===== config.mk =====
export PLATFORM = sky130hd
export DESIGN_NAME = conv_mac_engine
export DESIGN_NICKNAME = d
export VERILOG_FILES = /design/src/rtl/conv_pkg.sv /design/src/rtl/mac8x8_acc.sv /design/src/rtl/conv_mac_engine.sv
export SDC_FILE = /design/constraint.sdc
export NUM_CORES = 1
export LEC_CHECK = 0
export CAP_MARGIN = 10
export CORE_MARGIN = 5
export CORE_UTILIZATION = 59
export DETAILED_ROUTE_END_ITERATION = 8
export GPL_TIMING_DRIVEN = 1
export PLACE_DENSITY = 0.87
export SLEW_MARGIN = 20
export SYNTH_ARGS = -nofsm -noshare
export SYNTH_HDL_FRONTEND = slang
export SYNTH_SLANG_ARGS = --single-unit

===== constraint.sdc =====
create_clock -name clk -period 20.6 [get_ports clk]
set_input_delay 6.18 -clock clk [delete_from_list [all_inputs] [get_ports clk]]
set_output_delay 6.18 -clock clk [all_outputs]
set_load 0.01 [all_outputs]

===== src/rtl/conv_pkg.sv =====
// conv_pkg: shared widths, loop bounds, FSM states and image index helper for the 2x2 valid-convolution MAC engine.
package conv_pkg;
  localparam int ACC_W  = 20;
  localparam int TAPS   = 9;
  localparam int PIXELS = 4;
  localparam int IMG_W  = 4;
  localparam int KER_W  = 3;
  localparam int OUT_W  = 2;
  typedef enum logic [1:0] {IDLE, MAC, DONE} state_t;
  // image byte under tap k of output pixel p (both walked row-major)
  function automatic logic [3:0] img_index(input logic [1:0] p, input logic [3:0] k);
    int r, c;
    r = int'(p) / OUT_W + int'(k) / KER_W;
    c = int'(p) % OUT_W + int'(k) % KER_W;
    return 4'(r * IMG_W + c);
  endfunction
endpackage


===== src/rtl/mac8x8_acc.sv =====
// mac8x8_acc: 8x8 unsigned multiplier feeding an ACC_W accumulator.
// Ports: clk, rst (async active-low), clr (zero acc, wins over en), en (acc += a*b),
// a/b (8-bit operands), sum (acc + a*b, combinational, used to capture the final tap).
module mac8x8_acc #(
  parameter int ACC_W = 20
) (
  input  logic             clk,
  input  logic             rst,
  input  logic             clr,
  input  logic             en,
  input  logic [7:0]       a,
  input  logic [7:0]       b,
  output logic [ACC_W-1:0] sum
);
  logic [ACC_W-1:0] acc;
  logic [15:0] prod;
  assign prod = a * b;
  assign sum = acc + ACC_W'(prod);
  always_ff @(posedge clk or negedge rst)
    if (!rst) acc <= '0;
    else if (clr) acc <= '0;
    else if (en) acc <= sum;
endmodule


===== src/rtl/conv_mac_engine.sv =====
// conv_mac_engine: 3x3 kernel over a 4x4 image giving a 2x2 valid convolution, one MAC per cycle (36 MAC cycles + 1 DONE cycle).
// Ports: clk, rst (async active-low), start (begin a pass from IDLE), input_data0..15 (image, row-major),
// filter_data0..8 (kernel, row-major), busy (MAC or DONE), done (one-cycle pulse), result0..3 (2x2 output, row-major).
// Build option: define CONV_SAT_EN to clamp each written result to 255.
module conv_mac_engine #(
  parameter int ACC_W = conv_pkg::ACC_W
) (
  input  logic             clk,
  input  logic             rst,
  input  logic             start,
  input  logic [7:0]       input_data0,
  input  logic [7:0]       input_data1,
  input  logic [7:0]       input_data2,
  input  logic [7:0]       input_data3,
  input  logic [7:0]       input_data4,
  input  logic [7:0]       input_data5,
  input  logic [7:0]       input_data6,
  input  logic [7:0]       input_data7,
  input  logic [7:0]       input_data8,
  input  logic [7:0]       input_data9,
  input  logic [7:0]       input_data10,
  input  logic [7:0]       input_data11,
  input  logic [7:0]       input_data12,
  input  logic [7:0]       input_data13,
  input  logic [7:0]       input_data14,
  input  logic [7:0]       input_data15,
  input  logic [7:0]       filter_data0,
  input  logic [7:0]       filter_data1,
  input  logic [7:0]       filter_data2,
  input  logic [7:0]       filter_data3,
  input  logic [7:0]       filter_data4,
  input  logic [7:0]       filter_data5,
  input  logic [7:0]       filter_data6,
  input  logic [7:0]       filter_data7,
  input  logic [7:0]       filter_data8,
  output logic             busy,
  output logic             done,
  output logic [ACC_W-1:0] result0,
  output logic [ACC_W-1:0] result1,
  output logic [ACC_W-1:0] result2,
  output logic [ACC_W-1:0] result3
);
  import conv_pkg::*;
  state_t state, next;
  logic [7:0] img_in [16];
  logic [7:0] flt_in [9];
  logic [7:0] img_s [16];
  logic [7:0] flt_s [9];
  logic [ACC_W-1:0] res [4];
  logic [ACC_W-1:0] sum, wr;
  logic [3:0] tap;
  logic [1:0] pix;
  logic take, last_tap, last;
  assign img_in = '{input_data0, input_data1, input_data2, input_data3,
                    input_data4, input_data5, input_data6, input_data7,
                    input_data8, input_data9, input_data10, input_data11,
                    input_data12, input_data13, input_data14, input_data15};
  assign flt_in = '{filter_data0, filter_data1, filter_data2, filter_data3, filter_data4,
                    filter_data5, filter_data6, filter_data7, filter_data8};
  assign {result0, result1, result2, result3} = {res[0], res[1], res[2], res[3]};
  always_ff @(posedge clk or negedge rst)
    if (!rst) state <= IDLE;
    else state <= next;
  always_comb begin
    take = state == IDLE && start;
    last_tap = state == MAC && tap == 4'(TAPS - 1);
    last = last_tap && pix == 2'(PIXELS - 1);
    busy = state != IDLE;
    done = state == DONE;
    next = take ? MAC : last ? DONE : state == DONE ? IDLE : state;
  end
`ifdef CONV_SAT_EN
  assign wr = sum > ACC_W'(255) ? ACC_W'(255) : sum;
`else
  assign wr = sum;
`endif
  always_ff @(posedge clk or negedge rst)
    if (!rst) begin
      img_s <= '{default: '0};
      flt_s <= '{default: '0};
      res <= '{default: '0};
      tap <= '0;
      pix <= '0;
    end else if (take) begin
      img_s <= img_in;
      flt_s <= flt_in;
      tap <= '0;
      pix <= '0;
    end else if (state == MAC) begin
      tap <= last_tap ? '0 : tap + 4'd1;
      pix <= last_tap ? pix + 2'd1 : pix;
      if (last_tap) res[pix] <= wr;
    end
  // clearing on the final tap lets the next pixel start from zero without a bubble
  mac8x8_acc #(.ACC_W(ACC_W)) u_mac (
    .clk (clk),
    .rst (rst),
    .clr (take || last_tap),
    .en  (state == MAC),
    .a   (img_s[img_index(pix, tap)]),
    .b   (flt_s[tap]),
    .sum (sum)
  );
endmodule


==> out/qor.json <==
{
  "vias_per_cell": 6.11,
  "seq_area_frac_synth": 0.435,
  "die_y_um": 183,
  "finalSetupViolations": 0,
  "worst_ep_arrival_time_ps": 10940,
  "fin_ws_ps": 10170,
  "run_status": "finished clean",
  "postPlaceCellArea_um2": 20800,
  "areaGrowthSynthToFinish_pct": 24.0,
  "drt_first_iter_violations": 1457,
  "hold_path_class": "reg -> reg",
  "final-instance-count-excl-fill": 2117,
  "timing.setup.critical_path_class": "reg -> reg",
  "critical_path.startpoint_type": "register",
  "worstPathRequired_ps": 21100,
  "grt_pass1_vias": 13300,
  "r2r-start": "tap[2]",
  "grt_start_max_net_pins": 194,
  "syn-mean-instance-area_um2": 12.1,
  "hold-worst-slack_ps": 488,
  "first_pass_iters": 7,
  "period_used_share": 0.507,
  "clock_path_buffers": 3,
  "global_route_wire_length_before_repair_um": 72400,
  "ys_seq_elements": 308,
  "synth-cells-yosys": 1460,
  "top_cell_area_share": 0.435,
  "synth.largest_area_cell": "sky130_fd_sc_hd__dfrtp_1",
  "worstPathMaxFanout": 20,
  "clock-sinks": 308,
  "warnings": 43,
  "setup_repair_after_global_routing_missed_its_margin": "false",
  "drcViolationCount": 0,
  "timing.reg2reg.setup_slack_ps": 10170,
  "setup-tns-final_ps": 0,
  "common_cells": "308 x sky130_fd_sc_hd__dfrtp_1, 274 x sky130_fd_sc_hd__mux2_2, 116 x sky130_fd_sc_hd__inv_1",
  "cpMostUsedCell": "sky130_fd_sc_hd__ha_1",
  "post-place-ws_ps": 10020,
  "yosysUniqueCellTypes": 67,
  "htree_levels": 1,
  "achievable-frequency_mhz": 95.8,
  "detail-route-antenna-nets": 0,
  "max_slew_margin": 0.217
}
-- cells in the final DEF (no fill, tap or decap), drive strengths merged, types with 4 or more instances in the layout --
cell and n:
a21boi 5, nor3 12, clkinv 6, buf 17, mux4 41, o21ai 79
o22ai 36, fa 50, o21a 10, ha 56, clkdlybuf4s50 283, nand2 86
o21bai 4, nor2b 6, mux2i 33, o31ai 12, a22o 17, o221ai 38
xor2 7, mux2 275, a21o 9, nand3 8, nor2 42, nand2b 5
bufinv 5, dfrtp 308, a31oi 7, a221oi 33, xnor2 13, a22oi 4
clkbuf 43, a32oi 7, inv 120, and3 6, a21oi 16
-- layer usage --
metal	GRT usage	part of all wire	wire length [µm]
met3	0.0668	0.081	3730
met4	0.0721	0.031	1410
met2	0.451	0.48	22300
met1	0.352	0.40	18500
met5	0	0.00061	28
-- flip-flops by register name, indices dropped and copies added, names as in the netlist --
| signal | cells |
|---|---|
| state | 2 |
| result1 | 20 |
| pix | 2 |
| img_s | 128 |
| result0 | 20 |
| result2 | 20 |
| u_mac.acc | 20 |
| flt_s | 72 |
| tap | 4 |
| result3 | 20 |
-- how the worst max path moves through the flow --
stage | from | endpoint | slack, ps
2_1_floorplan | tap[3] | result0[16] | 11270
3_3_place_gp | tap[3] | result0[16] | 10400
3_5_place_dp | tap[3] | result0[16] | 10020
4_1_cts | tap[3] | result0[16] | 9950
5_1_grt | tap[2] | result3[16] | 9540
6_report | tap[2] | result3[16] | 10170
-- critical path: cells and delay by family, from the launching register on --
| family | cells | cell delay [ps] |
|---|---|---|
| AOI/OAI and AO/OA | 9 | 3220 |
| xor gates and xnor gates | 1 | 150 |
| adders and majority gates | 9 | 3600 |
| buffers and inverters | 5 | 380 |
| DFF | 1 | 750 |
| muxes | 1 | 270 |
| and+or+nand+nor | 7 | 1970 |
-- logic make-up (layout without fill, tap and decap cells) --
family | after synthesis | count (layout) | synth area share
multiplexers | 349 | 349 | 0.246
flip-flops | 308 | 308 | 0.435
AND-OR/OR-AND | 293 | 293 | 0.117
buffers and inverters | 209 | 475 | 0.0485
AND/OR/NAND/NOR | 175 | 175 | 0.0434
adder cells (fa/ha/maj) | 106 | 106 | 0.0960
XOR/XNOR | 20 | 20 | 0.0141
other | 0 | 1 | 0
-- final cells by class --
class / instances / area (µm²)
sequential: 308 / 7710
clock inverter: 14 / 219
inverter: 118 / 443
tap: 390 / 488
clock buffer: 43 / 901
antenna: 1 / 2.50
fill: 1931 / 7660
timing repair buffer: 300 / 3010
multi-input combinational: 943 / 9200
final_clocks.png
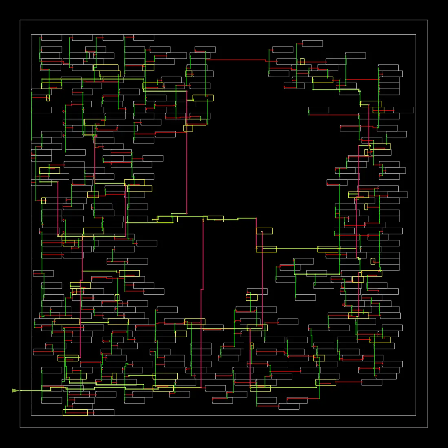
Worst Skew: 31.4 ps
Inserted Clock Buffers: 31
clock latency at the later pin of the worst-skew pair: 590 ps

metal_stack.png
Two of the layers only.
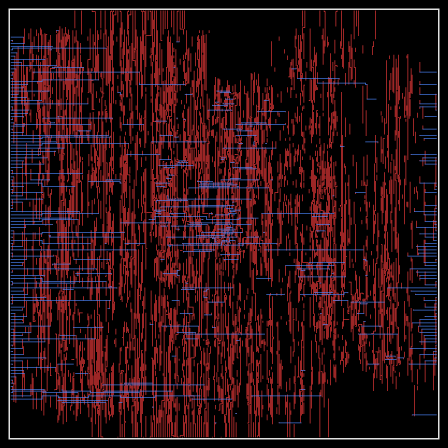
[met3] blue | wire length: 3,730 µm
[met2] red | wire length: 22.3 mm
average routed wire per standard cell: 21.7 µm
gr usage total: 0.268

wire_density.png
37 x 37 tiles, from dark purple (low) to yellow (high), scaled to the fullest tile. Values are wire area over tile area, all layers added.
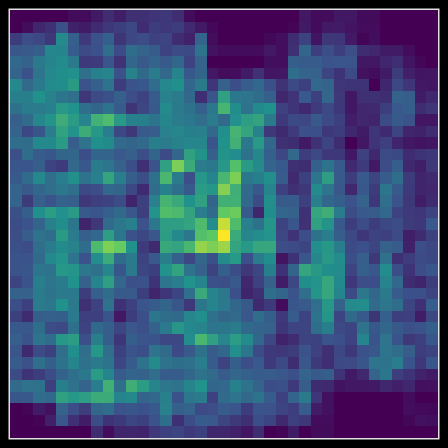
emptiest ninth of the die: upper right
tiles over half the peak: 9.3%
mean over tiles: 0.23
densest ninth of the die: center
nearly empty tiles: 7.2%
fullest tile: 0.82
Vias: 12.9k
final wirelength: 46,000 µm

